**Cells colored by class**

(1.5 px per um)
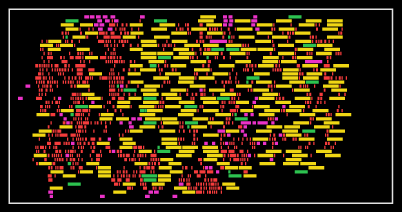
**Met3 routing**

(2 px per um)
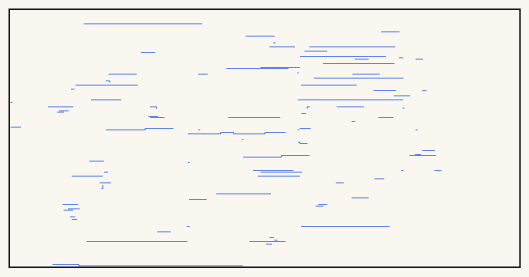
**Metal layers overlaid**

(2 px per um) Two of the layers only.
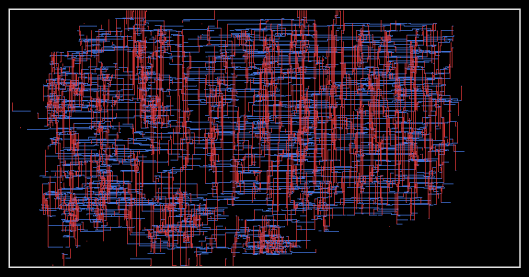
**Register map, names as in the netlist**

(3 px per um) Other sequential cells in the stronger gray, the rest of the logic in the fainter gray.
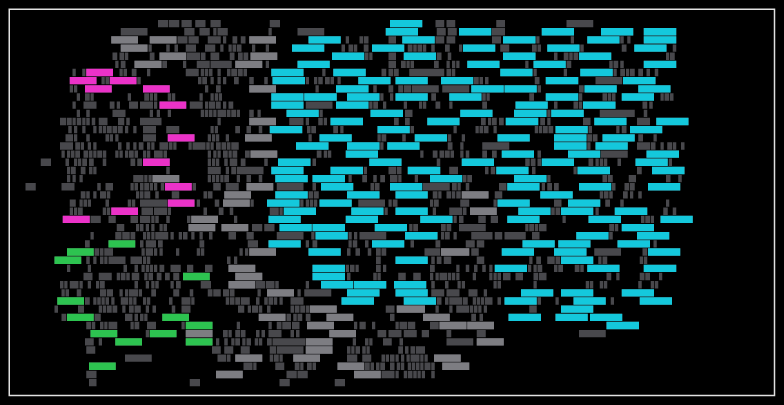
**Placement view**

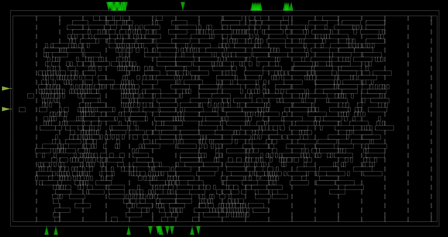
## src/rtl/ccd_line_axis.sv

```systemverilog
// ccd_line_axis: frames the raw AFE pixel stream into CCD lines, estimates the
// black level from the optical-black pixels, optionally subtracts it, and
// emits active pixels as AXI4-Stream video through a small FWFT FIFO.
//
// state    | meaning
// ---------+-----------------------------------------------------------
// S_IDLE   | after reset, waiting for the first line_start
// S_LEAD   | dummy/OB lead pixels, OB window accumulated
// S_ACTIVE | active pixels pushed to the output FIFO
// S_DONE   | line complete, extra pixels ignored until line_start
module ccd_line_axis #(
    parameter int D_WIDTH     = 8,
    parameter int DUMMY_LEAD  = 32,
    parameter int OB_START    = 13,
    parameter int OB_LOG2     = 4,
    parameter int ACTIVE_PIX  = 2048,
    parameter int FRAME_LINES = 1024,
    parameter int FIFO_LOG2   = 4
) (
    input  logic               clk,
    input  logic               resetn,
    input  logic               line_start,
    input  logic [D_WIDTH-1:0] in_tdata,
    input  logic               in_tvalid,
    input  logic               black_en,
    input  logic               status_clr,
    output logic [D_WIDTH-1:0] m_axis_tdata,
    output logic               m_axis_tvalid,
    input  logic               m_axis_tready,
    output logic               m_axis_tlast,
    output logic               m_axis_tuser,
    output logic [D_WIDTH-1:0] black_level,
    output logic [1:0]         status
);

    localparam int IW = $clog2(DUMMY_LEAD + ACTIVE_PIX) + 1;
    localparam int AW = D_WIDTH + OB_LOG2;
    localparam int LW = (FRAME_LINES > 1) ? $clog2(FRAME_LINES) : 1;
    localparam int FD = 1 << FIFO_LOG2;
    localparam int EW = D_WIDTH + 2;

    localparam logic [1:0] S_IDLE   = 2'd0;
    localparam logic [1:0] S_LEAD   = 2'd1;
    localparam logic [1:0] S_ACTIVE = 2'd2;
    localparam logic [1:0] S_DONE   = 2'd3;

    localparam logic [IW-1:0] LEAD_LAST = IW'(DUMMY_LEAD - 1);
    localparam logic [IW-1:0] ACT_FIRST = IW'(DUMMY_LEAD);
    localparam logic [IW-1:0] LINE_LAST = IW'(DUMMY_LEAD + ACTIVE_PIX - 1);
    localparam logic [IW-1:0] OB_FIRST  = IW'(OB_START);
    localparam logic [IW-1:0] OB_LAST   = IW'(OB_START + (1 << OB_LOG2) - 1);

    logic [1:0]           r_state;
    logic [IW-1:0]        r_idx;
    logic [AW-1:0]        r_acc;
    logic                 r_ob_done;
    logic [D_WIDTH-1:0]   r_black;
    logic [LW-1:0]        r_line;
    logic                 r_s_valid;
    logic [D_WIDTH-1:0]   r_s_data;
    logic                 r_s_last;
    logic                 r_s_user;
    logic [1:0]           r_status;
    logic [EW-1:0]        r_mem [FD];
    logic [FIFO_LOG2-1:0] r_wptr;
    logic [FIFO_LOG2-1:0] r_rptr;
    logic [FIFO_LOG2:0]   r_count;

    // line_start overrides the registered line context, so a pixel arriving
    // with it is treated as index 0 of the new line
    logic [1:0]         w_state_eff;
    logic [1:0]         w_state_nxt;
    logic [IW-1:0]      w_idx_eff;
    logic [AW-1:0]      w_acc_eff;
    logic               w_take;
    logic               w_in_ob;
    logic               w_act;
    logic               w_act_last;
    logic               w_short;
    logic [D_WIDTH:0]   w_diff;
    logic [D_WIDTH-1:0] w_pix;
    logic               w_full;
    logic               w_empty;
    logic               w_rd;
    logic               w_wr;
    logic               w_ovf;
    logic [EW-1:0]      w_head;

    assign w_state_eff = line_start ? S_LEAD : r_state;
    assign w_idx_eff   = line_start ? '0 : r_idx;
    assign w_acc_eff   = line_start ? '0 : r_acc;
    assign w_take      = in_tvalid && (w_state_eff == S_LEAD || w_state_eff == S_ACTIVE);
    assign w_in_ob     = (w_state_eff == S_LEAD) && (w_idx_eff >= OB_FIRST) && (w_idx_eff <= OB_LAST);
    assign w_act       = w_take && (w_state_eff == S_ACTIVE);
    assign w_act_last  = w_act && (w_idx_eff == LINE_LAST);
    assign w_short     = line_start && ((r_state == S_LEAD && r_idx != '0) || r_state == S_ACTIVE);

    assign w_diff = {1'b0, in_tdata} - {1'b0, r_black};
    assign w_pix  = !black_en ? in_tdata : (w_diff[D_WIDTH] ? '0 : w_diff[D_WIDTH-1:0]);

    // next-state decode from the effective (line_start-adjusted) state
    always_comb begin
        w_state_nxt = w_state_eff;
        if (w_take && w_state_eff == S_LEAD && w_idx_eff == LEAD_LAST)
            w_state_nxt = S_ACTIVE;
        if (w_act_last)
            w_state_nxt = S_DONE;
    end

    // line framing: state, pixel index, OB accumulation and black level
    always_ff @(posedge clk or negedge resetn) begin
        if (!resetn) begin
            r_state   <= S_IDLE;
            r_idx     <= '0;
            r_acc     <= '0;
            r_ob_done <= 1'b0;
            r_black   <= '0;
        end else begin
            r_state   <= w_state_nxt;
            r_idx     <= w_take ? w_idx_eff + 1'b1 : w_idx_eff;
            r_acc     <= (w_take && w_in_ob) ? w_acc_eff + AW'(in_tdata) : w_acc_eff;
            r_ob_done <= w_take && w_in_ob && (w_idx_eff == OB_LAST);
            if (r_ob_done)
                r_black <= D_WIDTH'(r_acc >> OB_LOG2);
        end
    end

    // line counter advances only on a completed line
    always_ff @(posedge clk or negedge resetn) begin
        if (!resetn)
            r_line <= '0;
        else if (w_act_last)
            r_line <= (r_line == LW'(FRAME_LINES - 1)) ? '0 : r_line + 1'b1;
    end

    // registered black subtraction stage feeding the FIFO
    always_ff @(posedge clk or negedge resetn) begin
        if (!resetn) begin
            r_s_valid <= 1'b0;
            r_s_data  <= '0;
            r_s_last  <= 1'b0;
            r_s_user  <= 1'b0;
        end else begin
            r_s_valid <= w_act;
            if (w_act) begin
                r_s_data <= w_pix;
                r_s_last <= w_act_last;
                r_s_user <= (w_idx_eff == ACT_FIRST) && (r_line == '0);
            end
        end
    end

    assign w_full  = (r_count == (FIFO_LOG2 + 1)'(FD));
    assign w_empty = (r_count == '0);
    assign w_rd    = !w_empty && m_axis_tready;
    assign w_wr    = r_s_valid && (!w_full || w_rd);
    assign w_ovf   = r_s_valid && w_full && !w_rd;

    // FIFO storage; the head entry is not overwritten unless it is being read
    always_ff @(posedge clk) begin
        if (w_wr)
            r_mem[r_wptr] <= {r_s_user, r_s_last, r_s_data};
    end

    // FIFO pointers and occupancy
    always_ff @(posedge clk or negedge resetn) begin
        if (!resetn) begin
            r_wptr  <= '0;
            r_rptr  <= '0;
            r_count <= '0;
        end else begin
            if (w_wr)
                r_wptr <= r_wptr + 1'b1;
            if (w_rd)
                r_rptr <= r_rptr + 1'b1;
            case ({w_wr, w_rd})
                2'b10:   r_count <= r_count + 1'b1;
                2'b01:   r_count <= r_count - 1'b1;
                default: r_count <= r_count;
            endcase
        end
    end

    // sticky status; a new event wins over a same-cycle clear
    always_ff @(posedge clk or negedge resetn) begin
        if (!resetn)
            r_status <= '0;
        else
            r_status <= (status_clr ? 2'b00 : r_status) | {w_short, w_ovf};
    end

    assign w_head        = r_mem[r_rptr];
    assign m_axis_tvalid = !w_empty;
    assign m_axis_tdata  = w_empty ? '0 : w_head[D_WIDTH-1:0];
    assign m_axis_tlast  = !w_empty && w_head[D_WIDTH];
    assign m_axis_tuser  = !w_empty && w_head[D_WIDTH+1];
    assign black_level   = r_black;
    assign status        = r_status;

endmodule

```

## config.mk

```make
export PLATFORM = sky130hd
export DESIGN_NAME = ccd_line_axis
export DESIGN_NICKNAME = d
export VERILOG_FILES = /design/src/rtl/ccd_line_axis.sv
export SDC_FILE = /design/constraint.sdc
export NUM_CORES = 1
export LEC_CHECK = 0
export ABC_AREA = 1
export ABC_CLOCK_PERIOD_IN_PS = 2800
export CORE_ASPECT_RATIO = 0.5
export CORE_UTILIZATION = 35
export DETAILED_ROUTE_END_ITERATION = 12
export PLACE_DENSITY_LB_ADDON = 0.2
export SLEW_MARGIN = 5
export SYNTH_ARGS = -nofsm -noshare
export SYNTH_HDL_FRONTEND = slang
export SYNTH_SLANG_ARGS = --single-unit
```

## constraint.sdc

```tcl
create_clock -name clk -period 2.8 [get_ports clk]
set_input_delay 0.28 -clock clk [delete_from_list [all_inputs] [get_ports clk]]
set_output_delay 0.28 -clock clk [all_outputs]
set_load 0.01 [all_outputs]
```

==> results.tsv <==
metric	value	unit
reg_top3	r_mem (160), r_idx (13), r_acc (12)	
edf_count	160	
top_register	r_mem	
fin_crit_sh	0.941	
cts_hold_buf	1	
topCellsByArea	edfxtp_1 (43%), dfrtp_1 (16%), nand2_1 (12%)	
largest_area_cell	edfxtp_1	
dpl.cell_count	1640	
netlist_area	0.0112	sq mm
synthAdderAreaFrac	0.0361	
buffers_excl_clock	78	
cts_tree	done	
p_per_area	762	mW/mm^2
ys_chip_area	0.0112	sq mm
path_class	register to output pin	
use_met2	0.290	
period_needed	2.63	ns
synth_cell_type_count	36	
slew_headroom	0.218	
rsz0062_at_grt	no	
n_antenna_cell	0	
post_cts_resized	14	
largest_register_ffs	160	
fmax	0.380	GHz
slew_viol_final	0	
synth.top_cells.by_count	nand2_1 (352), edfxtp_1 (160), nand3_1 (129)	
ys_async_sr_fraction	0.310	
pg_clk	2.91	mW
worstMarginPinSlew	1.17	ns
clockPowerShare	0.295	
critPathMaxFanout	15	
clockBufferDepth	3	
buffer_area_frac	0.0577	
rr_endpoint	r_count[4]	
use_met1	0.243	
ff_type	edfxtp_1	
path_depth	6	
seq_power_share	0.398	
powerComb	3.03	mW
finalSetupViolCount	0	
drt-met1-wl	13100	um
final.setup.worst_slack	0.165	ns
cap_violations	0	
cts.clk_slew.worst_paths	0.06	ns
clock.latency.late_pin	0.51	ns
skew	0.0132	ns
dp_hpwl	18500	um
swShare	0.339	
port_buffers	35	
irDropWorstVdd	0.419	mV
arrival	2.35	ns
dpl_worst_slack	0.197	ns
r2r_cells	16	
sh_comb_area	0.304	
max_stage_delay	0.48	ns
grt_max_degree	46	
leakage	5.59	nW
cp_top_family	AND-OR/OR-AND gates	
area_growth	16.0	%
place.gp.congestion	0.881	
layout_top_cell	nand2_1	
hp-class	input pin to asynchronous set/reset pin	
clock_buffers	27	
drtIter0Drc	673	
overflow	0	
hold_viol_final	0	
critPathCaptureType	output pin	
crit_chain	buf_4 -> o21ai_0 -> nor2_1 -> o31ai_1 -> a21oi_1 -> dlygate4sd2_1	
p_switching	3.34	mW
cts.sinks	232	
nets	1293	
syn_inst	1186	
drive_gt1_frac	0.0841	
reg2reg_from	r_count[1]	
via_per_inst	4.89	
yosysMostFrequentCell	nand2_1	
logic_gates	796	
top_power_group	registers	
dr_wl_met2	12800	um
post_cts_buffers	0	
p_seq	3.93	mW
die_area	0.0327	sq mm
grt_pass1_wl	44400	um
yosys_cells	1186	
comb_power_share	0.307	
drc	0	
antenna_found_initial	0	
start_kind	register	
ios	36	
outcome	finished, final reports clean	
-- 'cells colored by class' (at the start) --
red -> remaining logic cells  # cells 912
green -> clock drivers and dummy loads  # cells 38
yellow -> registers  # cells 232
magenta -> remaining buffers and delay cells  # cells 78
Layout Utilization: 0.420
flop share of the area: 0.510
Final Cell Area: 0.0130 sq mm
CORE AREA: 0.0309 sq mm

-- 'met3 routing' (at the start) --
main direction = horizontal
wire length on this layer = 1170 um
longest straight run = 81.9 um
share of all routed wire = 4.3%
Total Wirelength: 27500 um
via count: 8231

-- 'metal layers overlaid' (at the start) --
red -> M2  # wire length 12800 um
blue -> M1  # wire length 13100 um
Routed wire per std cell: 16.3 um
GR Util All Layers: 0.174

-- 'register map, names as in the netlist' (at the start) --
green -> `r_idx`  # flops 13, where lower left
magenta -> `r_acc`  # flops 12
cyan -> `r_mem`  # flops 160
not colored = 47

-- 'placement view' (at the start) --
Tapcell Cnt: 423
final instance count without filler cells: 1683
registers: 232

No activity file was given, so power comes from the tool's default toggle rates.
